**src/rtl/grn_node_lut.sv**
```systemverilog
// Boolean-network gene node: a slow (s0) and a fast (s1) copy of one gene state,
// each advanced by its own strobe through a configurable regulatory function.
module grn_node_lut #(
  parameter int                     NUM_IN   = 3,
  parameter int                     MODE     = 0,
  parameter int                     THRESH   = 2,
  parameter logic [NUM_IN-1:0]      INV_MASK = '0,
  parameter int                     SLOW_DIV = 2,
  parameter logic [(1<<NUM_IN)-1:0] LUT_INIT = '0
) (
  input  logic                     clk,
  input  logic                     rst_n,
  input  logic                     reset_nos,
  input  logic                     init_state,
  input  logic                     start_s0,
  input  logic                     start_s1,
  input  logic [NUM_IN-1:0]        in_s0,
  input  logic [NUM_IN-1:0]        in_s1,
  input  logic                     lut_we,
  input  logic [(1<<NUM_IN)-1:0]   lut_wdata,
  output logic                     s0,
  output logic                     s1,
  output logic                     s0_upd,
  output logic                     s1_upd,
  output logic                     match
);

  localparam int LUT_W = 1 << NUM_IN;
  localparam int CNT_W = (SLOW_DIV > 1) ? $clog2(SLOW_DIV) : 1;
  localparam int PC_W  = $clog2(NUM_IN + 1);
  localparam logic [CNT_W-1:0] DIV_LAST = CNT_W'(SLOW_DIV - 1);

  logic [LUT_W-1:0]  lut;
  logic [CNT_W-1:0]  div_cnt;
  logic [NUM_IN-1:0] eff_s0_p0;
  logic [NUM_IN-1:0] eff_s1_p0;
  logic              nxt_s0_p0;
  logic              nxt_s1_p0;

  // Regulatory function of the effective (post-inhibition) input vector.
  function automatic logic node_eval(input logic [NUM_IN-1:0] e,
                                     input logic [LUT_W-1:0]  tbl);
    logic [PC_W-1:0] pc;
    pc = '0;
    for (int i = 0; i < NUM_IN; i++) pc = pc + PC_W'(e[i]);
    case (MODE)
      0:       node_eval = |e;
      1:       node_eval = &e;
      2:       node_eval = (pc >= PC_W'(THRESH));
      default: node_eval = tbl[e];
    endcase
  endfunction

  assign eff_s0_p0 = in_s0 ^ INV_MASK;
  assign eff_s1_p0 = in_s1 ^ INV_MASK;
  assign nxt_s0_p0 = node_eval(eff_s0_p0, lut);
  assign nxt_s1_p0 = node_eval(eff_s1_p0, lut);

  // Stage p0 -> p1: state copies, update pulses and the divided slow strobe.
  always_ff @(posedge clk or negedge rst_n) begin
    if (!rst_n) begin
      s0      <= 1'b0;
      s1      <= 1'b0;
      s0_upd  <= 1'b0;
      s1_upd  <= 1'b0;
      match   <= 1'b1;
      div_cnt <= '0;
    end else begin
      match <= (s0 == s1);
      if (reset_nos) begin
        s0      <= init_state;
        s1      <= init_state;
        div_cnt <= DIV_LAST;
        s0_upd  <= 1'b0;
        s1_upd  <= 1'b0;
      end else begin
        s0_upd <= 1'b0;
        s1_upd <= 1'b0;
        if (start_s0) begin
          if (div_cnt == DIV_LAST) begin
            s0      <= nxt_s0_p0;
            div_cnt <= '0;
            s0_upd  <= 1'b1;
          end else begin
            div_cnt <= div_cnt + CNT_W'(1);
          end
        end
        if (start_s1) begin
          s1     <= nxt_s1_p0;
          s1_upd <= 1'b1;
        end
      end
    end
  end

  // Truth table survives network reloads; only the hard reset restores it.
  always_ff @(posedge clk or negedge rst_n) begin
    if (!rst_n) begin
      lut <= LUT_INIT;
    end else if (lut_we && (MODE == 3)) begin
      lut <= lut_wdata;
    end
  end

endmodule
```
**config.mk**
```make
export PLATFORM = sky130hd
export DESIGN_NAME = grn_node_lut
export DESIGN_NICKNAME = d
export VERILOG_FILES = /design/src/rtl/grn_node_lut.sv
export SDC_FILE = /design/constraint.sdc
export NUM_CORES = 1
export LEC_CHECK = 0
export ABC_AREA = 1
export CORE_AREA = 2 2 39 41
export DETAILED_ROUTE_END_ITERATION = 10
export DIE_AREA = 0 0 41 43
export DONT_BUFFER_PORTS = 1
export GPL_TIMING_DRIVEN = 0
export SLEW_MARGIN = 30
export SYNTH_ARGS = -nofsm -noshare
export SYNTH_HDL_FRONTEND = slang
export SYNTH_SLANG_ARGS = --single-unit
```
**constraint.sdc**
```tcl
create_clock -name clk -period 2.12 [get_ports clk]
set_input_delay 0.212 -clock clk [delete_from_list [all_inputs] [get_ports clk]]
set_output_delay 0.212 -clock clk [all_outputs]
set_load 0.05 [all_outputs]
```
==> flow_summary.yaml <==
# yosys + openroad results
logic_synthesis:
  adder_share_pct: 0
  yosysTopAreaCell: "dfrtp_1"
  synth_top_area_share_pct: 46.7
  ys_sh_simple_pct: 28.5
  synthesis.nets: 54
  synth_area_um2: 268
  synthMuxAreaShare_pct: 0
  synthArstFlopShare_pct: 100
  aoi_share_pct: 1.87
  most_common_cell: "nand2_1"
  ys_cells: 33
  top_cells_by_area: "dfrtp_1, nand2_1, dfstp_2, nor2_1, inv_1"
placed_design:
  dpl_cell_area_um2: 288
  dpl.cell_count: 49
  dpl.hpwl_um: 397
  place_congestion: 0.743
pwr:
  p_comb_uw: 20.9
  internal_power_uw: 210
  power.leakage_nw: 0.171
  power-top-group: "registers"
  p_seq_share_pct: 56.1
finish:
  drive_gt1_share_pct: 15.8
  n_antenna_cell: 0
  nets: 60
  combGateArea_um2: 90.1
  n_clock_buffer: 4
  largestClassByArea: "registers"
  utilization_pct: 23.4
  design_area_um2: 324
routing:
  drcViolationCount: 0
timing:
  setup_viol: 0
  fmax_ghz: 0.885
  worst_slack_ns: 0.989
  worst-slew-pin-transition_ns: 0.533
  hold_ws_ns: 0.0557
  fin_tns_setup_ns: 0
worst_setup_path:
  worst-path-max-fanout: 3
  worstPathArrival_ns: 0.92
  cp-end-kind: "output pin"
outcome:
  status: "finished clean"
grt:
  antenna_found_initial: 0
  grt_max_degree: 7
clock_network:
  postCtsHoldBufs: 1
  cts_root_buf: "clkbuf_4"
floorplan:
  fp_util_pct: 19.3
  ios: 26
  die_area_um2: 1760
[path summary, 6_finish.rpt]
check | from | endpoint | slack [ns] | cells after the start
worst max-delay path | s0 | s0 | 0.99 | 0
worst min-delay path | reset_nos | s1_upd | 0.06 | 1
worst max register to register | s0 | s0 | 1.08 | 4
worst min register to register | div_cnt | s0_upd | 0.55 | 2
max in group asynchronous | rst_n | match | 1.57 | 1
min in group asynchronous | rst_n | s0_upd | 0.27 | 1
[metal layers]
| metal | wire length [µm] | vias up | GRT usage, % |
|---|---|---|---|
| li1 | - | 107 | - |
| met1 | 213 | 92 | 8.36 |
| met2 | 242 | 10 | 9.06 |
| met3 | 44 | 0 | 3.14 |
| met4 | 0 | 0 | 10.0 |
| met5 | 0 | - | 0 |
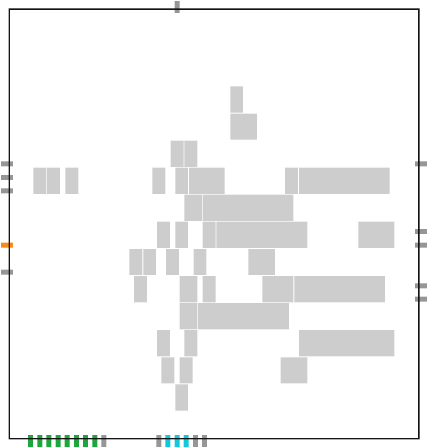
pins.png
Pins as bars across the die edge, other pins in grey.
[cyan] `in_s1` | pins: 3 | direction: input | edge: bottom
[orange] `reset_nos` | pins: 1 | direction: input | edge: left
[green] `lut_wdata` | pins: 8 | direction: input | edge: bottom
die span in y: 43 µm
DIE WIDTH: 41 µm
I/O Buffers: 0

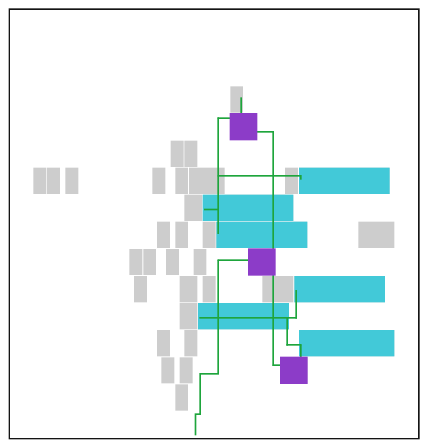
clock_map.png
[purple] cells driving clock nets | count: 3
[cyan] flip-flops | count: 6
[green] clock wires | length: 96.1 µm
routed clock nets: 4
Clk power: 112 µW
Final Skew: 0.00814 ns
Clock power frac: 37.0%
Latency at later pin: 0.24 ns

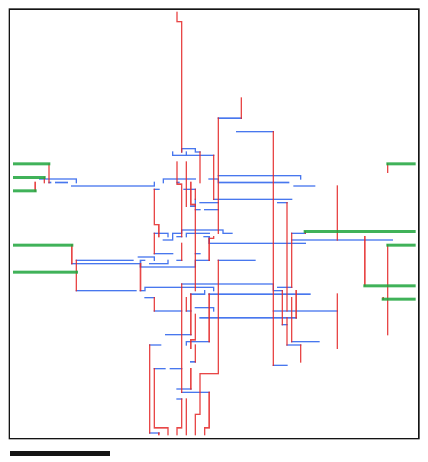
metal_stack.png
The bar under the picture is 10 µm long.
[red] met2 | wire length: 243 µm
[blue] met1 | wire length: 213 µm
[green] met3 | wire length: 44.8 µm
Routed WL per cell: 9.28 µm
WL final: 501 µm
total track usage: 7.63%
via count: 209

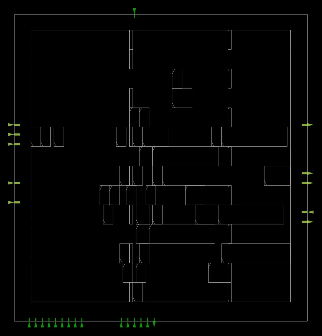
final_placement.png
row cnt: 14
Fill cells: 156
flip-flops: 6
flop share of the area: 46.7%

Power is estimated from default activity; no workload was simulated.
